A small window of the routed layout:
The bar under the picture is 20 µm long. Region (39, 65) to (89, 115) µm. Cells in gray, sequential cells in the stronger gray; small squares are vias.
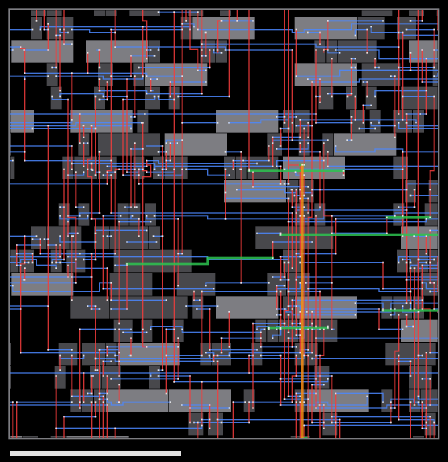
Clock nets:
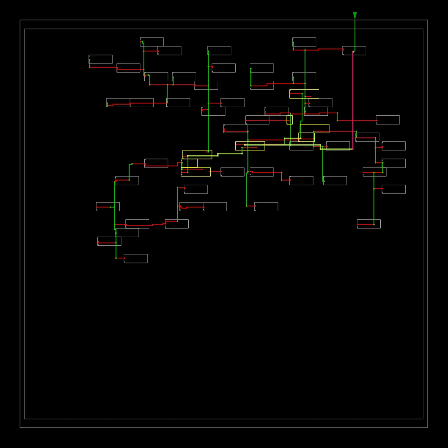
Sequential cells colored by netlist name:
The bar under the picture is 50 µm long.
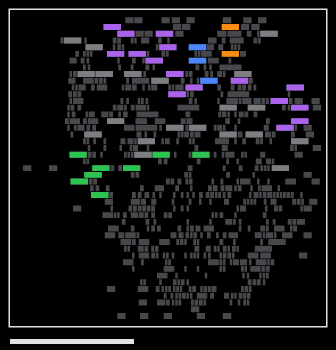
Met1 routing:
The bar under the picture is 50 µm long.
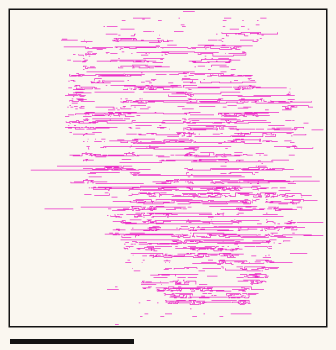
==> src/rtl/alu_pkg.sv <==
// Shared definitions for the handshaked sequential ALU: opcode groups, op codes,
// compare result codes, FSM state type and iteration counter sizing.
package alu_pkg;

    localparam logic [1:0] GRP_ARITH = 2'b00;
    localparam logic [1:0] GRP_LOGIC = 2'b01;
    localparam logic [1:0] GRP_CMP   = 2'b10;
    localparam logic [1:0] GRP_SHIFT = 2'b11;

    localparam logic [1:0] OP_ADD = 2'b00;
    localparam logic [1:0] OP_SUB = 2'b01;
    localparam logic [1:0] OP_MUL = 2'b10;
    localparam logic [1:0] OP_DIV = 2'b11;

    localparam logic [1:0] OP_AND  = 2'b00;
    localparam logic [1:0] OP_OR   = 2'b01;
    localparam logic [1:0] OP_NAND = 2'b10;
    localparam logic [1:0] OP_NOR  = 2'b11;

    localparam logic [1:0] OP_EQ   = 2'b00;
    localparam logic [1:0] OP_GT   = 2'b01;
    localparam logic [1:0] OP_LT   = 2'b10;
    localparam logic [1:0] OP_NONE = 2'b11;

    localparam logic [1:0] OP_SHR_A = 2'b00;
    localparam logic [1:0] OP_SHL_A = 2'b01;
    localparam logic [1:0] OP_SHR_B = 2'b10;
    localparam logic [1:0] OP_SHL_B = 2'b11;

    localparam logic [1:0] CMP_RES_EQ = 2'd1;
    localparam logic [1:0] CMP_RES_GT = 2'd2;
    localparam logic [1:0] CMP_RES_LT = 2'd3;

    typedef enum logic [1:0] {
        ST_IDLE = 2'b00,
        ST_BUSY = 2'b01,
        ST_DONE = 2'b10
    } state_e;

    function automatic int cnt_width(input int width);
        return $clog2(width);
    endfunction

endpackage

==> src/rtl/alu_seq_iter.sv <==
// Iterative MUL/DIV datapath: one shift-add or restoring-subtract step per cycle.
// The divide path exists only when ALU_DIV_EN is defined.
module alu_seq_iter
    import alu_pkg::*;
#(
    parameter int WIDTH = 8
) (
    input  logic                 clk,
    input  logic                 rst_n,
`ifdef ALU_DIV_EN
    input  logic                 div_sel,
`endif
    input  logic                 start,
    input  logic                 step,
    input  logic [WIDTH-1:0]     op_a,
    input  logic [WIDTH-1:0]     op_b,
    output logic                 last,
    output logic [2*WIDTH-1:0]   result
);

    localparam int CW = cnt_width(WIDTH);
    localparam logic [CW-1:0] CNT_LAST = CW'(WIDTH - 1);

    logic [CW-1:0]        cnt_r;
    logic [2*WIDTH-1:0]   acc_r;
    logic [WIDTH-1:0]     opnd_r;
    logic [WIDTH:0]       mul_sum_s;
    logic [2*WIDTH-1:0]   mul_next_s;
    logic [2*WIDTH-1:0]   step_next_s;

    // Multiply step: upper half accumulates, lower half shifts the multiplier out LSB first.
    always_comb begin
        mul_sum_s  = {1'b0, acc_r[2*WIDTH-1:WIDTH]}
                   + (acc_r[0] ? {1'b0, opnd_r} : {(WIDTH+1){1'b0}});
        mul_next_s = {mul_sum_s, acc_r[WIDTH-1:1]};
    end

`ifdef ALU_DIV_EN
    logic               div_r;
    logic [WIDTH:0]     div_part_s;
    logic [WIDTH:0]     div_diff_s;
    logic [2*WIDTH-1:0] div_next_s;

    // Restoring divide step: {rem, quo} shifts left, keep the difference when it does not borrow.
    always_comb begin
        div_part_s = {acc_r[2*WIDTH-1:WIDTH], acc_r[WIDTH-1]};
        div_diff_s = div_part_s - {1'b0, opnd_r};
        if (!div_diff_s[WIDTH]) begin
            div_next_s = {div_diff_s[WIDTH-1:0], acc_r[WIDTH-2:0], 1'b1};
        end else begin
            div_next_s = {div_part_s[WIDTH-1:0], acc_r[WIDTH-2:0], 1'b0};
        end
        step_next_s = div_r ? div_next_s : mul_next_s;
    end

    // Remembers which operation the current run performs.
    always_ff @(posedge clk) begin
        if (!rst_n) begin
            div_r <= 1'b0;
        end else if (start) begin
            div_r <= div_sel;
        end else begin
            div_r <= div_r;
        end
    end
`else
    // Only multiply is iterative in this build.
    always_comb begin
        step_next_s = mul_next_s;
    end
`endif

    // Operand load on start, one datapath step per enabled cycle.
    always_ff @(posedge clk) begin
        if (!rst_n) begin
            cnt_r  <= {CW{1'b0}};
            acc_r  <= {(2*WIDTH){1'b0}};
            opnd_r <= {WIDTH{1'b0}};
        end else if (start) begin
            cnt_r  <= {CW{1'b0}};
`ifdef ALU_DIV_EN
            acc_r  <= div_sel ? {{WIDTH{1'b0}}, op_a} : {{WIDTH{1'b0}}, op_b};
            opnd_r <= div_sel ? op_b : op_a;
`else
            acc_r  <= {{WIDTH{1'b0}}, op_b};
            opnd_r <= op_a;
`endif
        end else if (step) begin
            cnt_r  <= cnt_r + CW'(1);
            acc_r  <= step_next_s;
            opnd_r <= opnd_r;
        end else begin
            cnt_r  <= cnt_r;
            acc_r  <= acc_r;
            opnd_r <= opnd_r;
        end
    end

    assign last   = (cnt_r == CNT_LAST);
    assign result = acc_r;

endmodule

==> src/rtl/alu_seq.sv <==
// Handshaked ALU top: FSM, single-cycle ops, output register and valid/ready handshake.
// Optional macro ALU_DIV_EN enables the iterative divider.
module alu_seq
    import alu_pkg::*;
#(
    parameter int WIDTH = 8
) (
    input  logic                 CLK,
    input  logic                 RST,
    input  logic [WIDTH-1:0]     A,
    input  logic [WIDTH-1:0]     B,
    input  logic [3:0]           ALU_FUN,
    input  logic                 IN_VALID,
    output logic                 IN_READY,
    output logic [2*WIDTH-1:0]   ALU_OUT,
    output logic                 CARRY,
    output logic                 ZERO,
    output logic                 ERR,
    output logic                 OUT_VALID,
    input  logic                 OUT_READY
);

    state_e               state_r;
    state_e               next_state_s;
    logic                 in_ready_s;
    logic                 start_s;
    logic                 step_s;
    logic                 load_single_s;
    logic                 load_iter_s;
    logic                 is_mul_s;
    logic                 is_div_s;
    logic                 multi_s;
    logic                 iter_last_s;
    logic [2*WIDTH-1:0]   iter_res_s;
    logic [1:0]           grp_s;
    logic [1:0]           op_s;
    logic [WIDTH:0]       add_s;
    logic [2*WIDTH-1:0]   res_s;
    logic                 carry_s;
    logic                 err_s;

    assign grp_s    = ALU_FUN[3:2];
    assign op_s     = ALU_FUN[1:0];
    assign is_mul_s = (grp_s == GRP_ARITH) && (op_s == OP_MUL);
    assign is_div_s = (grp_s == GRP_ARITH) && (op_s == OP_DIV);
`ifdef ALU_DIV_EN
    assign multi_s  = is_mul_s || (is_div_s && (B != {WIDTH{1'b0}}));
`else
    assign multi_s  = is_mul_s;
`endif
    assign IN_READY = in_ready_s;

    alu_seq_iter #(.WIDTH(WIDTH)) u_iter (
        .clk     (CLK),
        .rst_n   (RST),
`ifdef ALU_DIV_EN
        .div_sel (is_div_s),
`endif
        .start   (start_s),
        .step    (step_s),
        .op_a    (A),
        .op_b    (B),
        .last    (iter_last_s),
        .result  (iter_res_s)
    );

    // Single-cycle result; DIV lands here only for B=0 or when the divider is absent.
    always_comb begin
        add_s   = {1'b0, A} + {1'b0, B};
        res_s   = {(2*WIDTH){1'b0}};
        carry_s = 1'b0;
        err_s   = 1'b0;
        case (grp_s)
            GRP_ARITH: begin
                case (op_s)
                    OP_ADD: begin
                        res_s   = {{(WIDTH-1){1'b0}}, add_s};
                        carry_s = add_s[WIDTH];
                    end
                    OP_SUB: begin
                        res_s   = {{WIDTH{1'b0}}, A - B};
                        carry_s = (A < B);
                    end
                    OP_DIV: begin
`ifdef ALU_DIV_EN
                        res_s = {A, {WIDTH{1'b1}}};
`else
                        res_s = {(2*WIDTH){1'b0}};
`endif
                        err_s = 1'b1;
                    end
                    default: res_s = {(2*WIDTH){1'b0}};
                endcase
            end
            GRP_LOGIC: begin
                case (op_s)
                    OP_AND:  res_s = {{WIDTH{1'b0}}, A & B};
                    OP_OR:   res_s = {{WIDTH{1'b0}}, A | B};
                    OP_NAND: res_s = {{WIDTH{1'b0}}, ~(A & B)};
                    OP_NOR:  res_s = {{WIDTH{1'b0}}, ~(A | B)};
                    default: res_s = {(2*WIDTH){1'b0}};
                endcase
            end
            GRP_CMP: begin
                case (op_s)
                    OP_EQ:   res_s = (A == B) ? {{(2*WIDTH-2){1'b0}}, CMP_RES_EQ} : {(2*WIDTH){1'b0}};
                    OP_GT:   res_s = (A > B)  ? {{(2*WIDTH-2){1'b0}}, CMP_RES_GT} : {(2*WIDTH){1'b0}};
                    OP_LT:   res_s = (A < B)  ? {{(2*WIDTH-2){1'b0}}, CMP_RES_LT} : {(2*WIDTH){1'b0}};
                    default: res_s = {(2*WIDTH){1'b0}};
                endcase
            end
            GRP_SHIFT: begin
                case (op_s)
                    OP_SHR_A: res_s = {{WIDTH{1'b0}}, 1'b0, A[WIDTH-1:1]};
                    OP_SHL_A: res_s = {{WIDTH{1'b0}}, A[WIDTH-2:0], 1'b0};
                    OP_SHR_B: res_s = {{WIDTH{1'b0}}, 1'b0, B[WIDTH-1:1]};
                    OP_SHL_B: res_s = {{WIDTH{1'b0}}, B[WIDTH-2:0], 1'b0};
                    default:  res_s = {(2*WIDTH){1'b0}};
                endcase
            end
            default: res_s = {(2*WIDTH){1'b0}};
        endcase
    end

    // FSM state register.
    always_ff @(posedge CLK) begin
        if (!RST) begin
            state_r <= ST_IDLE;
        end else begin
            state_r <= next_state_s;
        end
    end

    // FSM next state, handshake ready and load/start/step strobes.
    always_comb begin
        next_state_s  = state_r;
        in_ready_s    = 1'b0;
        start_s       = 1'b0;
        step_s        = 1'b0;
        load_single_s = 1'b0;
        load_iter_s   = 1'b0;
        case (state_r)
            ST_IDLE: begin
                in_ready_s = !OUT_VALID || OUT_READY;
                if (IN_VALID && in_ready_s) begin
                    if (multi_s) begin
                        start_s      = 1'b1;
                        next_state_s = ST_BUSY;
                    end else begin
                        load_single_s = 1'b1;
                    end
                end else begin
                    next_state_s = ST_IDLE;
                end
            end
            ST_BUSY: begin
                step_s = 1'b1;
                if (iter_last_s) begin
                    next_state_s = ST_DONE;
                end else begin
                    next_state_s = ST_BUSY;
                end
            end
            ST_DONE: begin
                if (!OUT_VALID || OUT_READY) begin
                    load_iter_s  = 1'b1;
                    next_state_s = ST_IDLE;
                end else begin
                    next_state_s = ST_DONE;
                end
            end
            default: next_state_s = ST_IDLE;
        endcase
    end

    // Output register: a new load wins over a consume, so OUT_VALID stays up on replace.
    always_ff @(posedge CLK) begin
        if (!RST) begin
            ALU_OUT   <= {(2*WIDTH){1'b0}};
            CARRY     <= 1'b0;
            ZERO      <= 1'b0;
            ERR       <= 1'b0;
            OUT_VALID <= 1'b0;
        end else if (load_single_s) begin
            ALU_OUT   <= res_s;
            CARRY     <= carry_s;
            ZERO      <= (res_s == {(2*WIDTH){1'b0}});
            ERR       <= err_s;
            OUT_VALID <= 1'b1;
        end else if (load_iter_s) begin
            ALU_OUT   <= iter_res_s;
            CARRY     <= 1'b0;
            ZERO      <= (iter_res_s == {(2*WIDTH){1'b0}});
            ERR       <= 1'b0;
            OUT_VALID <= 1'b1;
        end else if (OUT_VALID && OUT_READY) begin
            OUT_VALID <= 1'b0;
        end else begin
            OUT_VALID <= OUT_VALID;
        end
    end

endmodule

==> config.mk <==
export PLATFORM = sky130hd
export DESIGN_NAME = alu_seq
export DESIGN_NICKNAME = d
export VERILOG_FILES = /design/src/rtl/alu_pkg.sv /design/src/rtl/alu_seq_iter.sv /design/src/rtl/alu_seq.sv
export SDC_FILE = /design/constraint.sdc
export NUM_CORES = 1
export LEC_CHECK = 0
export ABC_AREA = 1
export CAP_MARGIN = 10
export CORE_UTILIZATION = 25
export DETAILED_ROUTE_END_ITERATION = 7
export PLACE_DENSITY = 0.45
export SLEW_MARGIN = 20
export SYNTH_ARGS = -nofsm -noshare
export SYNTH_HDL_FRONTEND = slang
export SYNTH_SLANG_ARGS = --single-unit
==> constraint.sdc <==
create_clock -name CLK -period 5.2 [get_ports CLK]
set_clock_uncertainty 0.1 [all_clocks]
set_input_delay 1.56 -clock CLK [delete_from_list [all_inputs] [get_ports CLK]]
set_output_delay 1.56 -clock CLK [all_outputs]
set_load 0.01 [all_outputs]
==> Implementation_results.wiki <==
== Implementation results ==
{| class="wikitable"
! Metric !! Value
|-
| CORE AREA || 0.0153 mm²
|-
| Max Freq || 0.223 GHz
|-
| Worst setup slack for register-to-register paths || 2.62 ns
|-
| Portion of the post-synthesis area used by sequential elements || 0.247
|-
| Clock Tree Buf Depth || 2
|-
| Via count of the first global-routing pass || 3642
|-
| Initial antenna violation count || 0
|-
| Number of vias after detailed routing || 4022
|-
| Cell taking the most area after synthesis || dfxtp_1
|-
| Most prevalent standard cell on the critical path || clkdlybuf4s50_1
|-
| Number of unique standard cell types used by synthesis || 42
|-
| Post-CTS setup buffer count || 0
|-
| Leak Pwr || 2.12 nW
|-
| Post-Route Setup TNS || 0 ns
|-
| Pin count of the biggest net entering global routing || 27
|-
| Core Density at Floorplan || 0.259
|-
| Cell types with the highest counts after synthesis || nand2_1, inv_1, a21oi_1, dfxtp_1, o21ai_0
|-
| Vertical die size || 128 µm
|-
| DIE WIDTH || 128 µm
|-
| P&R area growth vs syn || 18.5%
|-
| Placer Congestion || 0.881
|-
| Number of H-tree levels || 2
|-
| Outcome || finished, final reports clean
|-
| Startpoint types || input pin
|}
Notes on 'a small window of the routed layout' above:
color	layer
blue	met1
red	met2
orange	met4
green	met3
netlist names of flops here include	u_iter.result (9), ALU_OUT (7), u_iter.cnt_r (3)
sequential cells in the window	21
cells with their middle in the window	138
most frequent	nand2_1 (41), dfxtp_1 (21), a21oi_1 (13)

Notes on 'clock nets' above:
CTS sink count: 49
worst-skew pair later-pin latency: 0.29 ns
number of buffers created by CTS: 5
flip-flop and latch count: 49
Clock Buffer Count: 7

Notes on 'sequential cells colored by netlist name' above:
color	name in the netlist	sequential cells
purple	ALU_OUT	16
orange	state_r	2
blue	u_iter.cnt_r	3
green	u_iter.opnd_r	8
not colored	20

Notes on 'met1 routing' above:
nets with wire on the layer	641
main direction	horizontal
longest straight run	51.5 µm
wire length on this layer	5980 µm
share of all routed wire	49%

power by group:
part	switching [mW]	internal, mW
Combinational	0.177	0.102
Sequential	0.0133	0.390
Clock	0.142	0.204
Total	0.332	0.696
worst min-delay path, delay by kind of cell (launching register included):
kind / cells / cell delay, ns
flops: 1 / 0.31
simple gates: 1 / 0.06
compound gates: 1 / 0.05
kinds of logic (layout without fill, tap and decap cells):
| logic type | count (synthesis) | after routing | synth area share |
|---|---|---|---|
| AND/OR/NAND/NOR | 265 | 265 | 0.300 |
| AND-OR/OR-AND | 140 | 140 | 0.192 |
| buffers and inverters | 105 | 138 | 0.118 |
| flip-flops | 49 | 49 | 0.247 |
| adder cells (fa/ha/maj) | 37 | 37 | 0.122 |
| XOR/XNOR | 8 | 8 | 0.0177 |
| multiplexers | 1 | 1 | 0.00252 |
through the flow:
stage	worst slack [ns]	std cells	utilization	power [mW]	instance area [µm²]
2_1_floorplan	1.67	605	-	0.595	3970
3_3_place_gp	0.691	841	0.296	0.688	4540
3_5_place_dp	0.696	841	0.296	0.688	4540
4_1_cts	0.692	849	0.307	1.03	4700
5_1_grt	0.646	849	0.307	1.08	4700
6_report	0.707	849	0.307	1.03	4700
path summary, 6_finish.rpt:
path                          from           endpoint  cells past startpoint
setup / recovery         OUT_READY           IN_READY                      4
hold reg to reg                ERR                ERR                      2
hold / removal                 ERR                ERR                      2
setup reg to reg  u_iter.result[0]  u_iter.result[13]                     14
final cells by class:
| type | count | area (µm²) |
|---|---|---|
| Multi-Input combinational cell | 451 | 2520 |
| Sequential cell | 49 | 981 |
| Inverter | 82 | 308 |
| Timing Repair Buffer | 48 | 470 |
| Fill cell | 1724 | 10600 |
| Clock inverter | 1 | 5.00 |
| Clock buffer | 7 | 153 |
| Tap cell | 211 | 264 |
state kept, by name (all words and copies together) (netlist names):
name,cells
ALU_OUT,16
CARRY,1
ERR,1
OUT_VALID,1
ZERO,1
state_r,2
u_iter.cnt_r,3
u_iter.opnd_r,8
u_iter.result,16
layout by cell type (no fill, tap or decap), types with 5 or more instances in the layout:
| master | count |
|---|---|
| dfxtp_1 | 49 |
| clkdlybuf4s50_1 | 44 |
| a31oi_1 | 8 |
| nand2_1 | 157 |
| a22oi_1 | 5 |
| inv_1 | 75 |
| a21oi_1 | 63 |
| clkbuf_16 | 5 |
| nand4_1 | 8 |
| inv_2 | 6 |
| xor2_1 | 7 |
| nor2_1 | 37 |
| nand3_1 | 35 |
| ha_1 | 34 |
| o21ai_1 | 5 |
| o21ai_0 | 44 |
routing by layer:
metal	vias to the layer above	wire, µm	global-route usage
met5	-	0	0
met4	0	80	0.0270
met3	8	478	0.0179
met2	108	5740	0.253
met1	1868	5980	0.212
li1	2038	-	-
Power figures rest on the tool's default switching activity, not on a simulated workload.
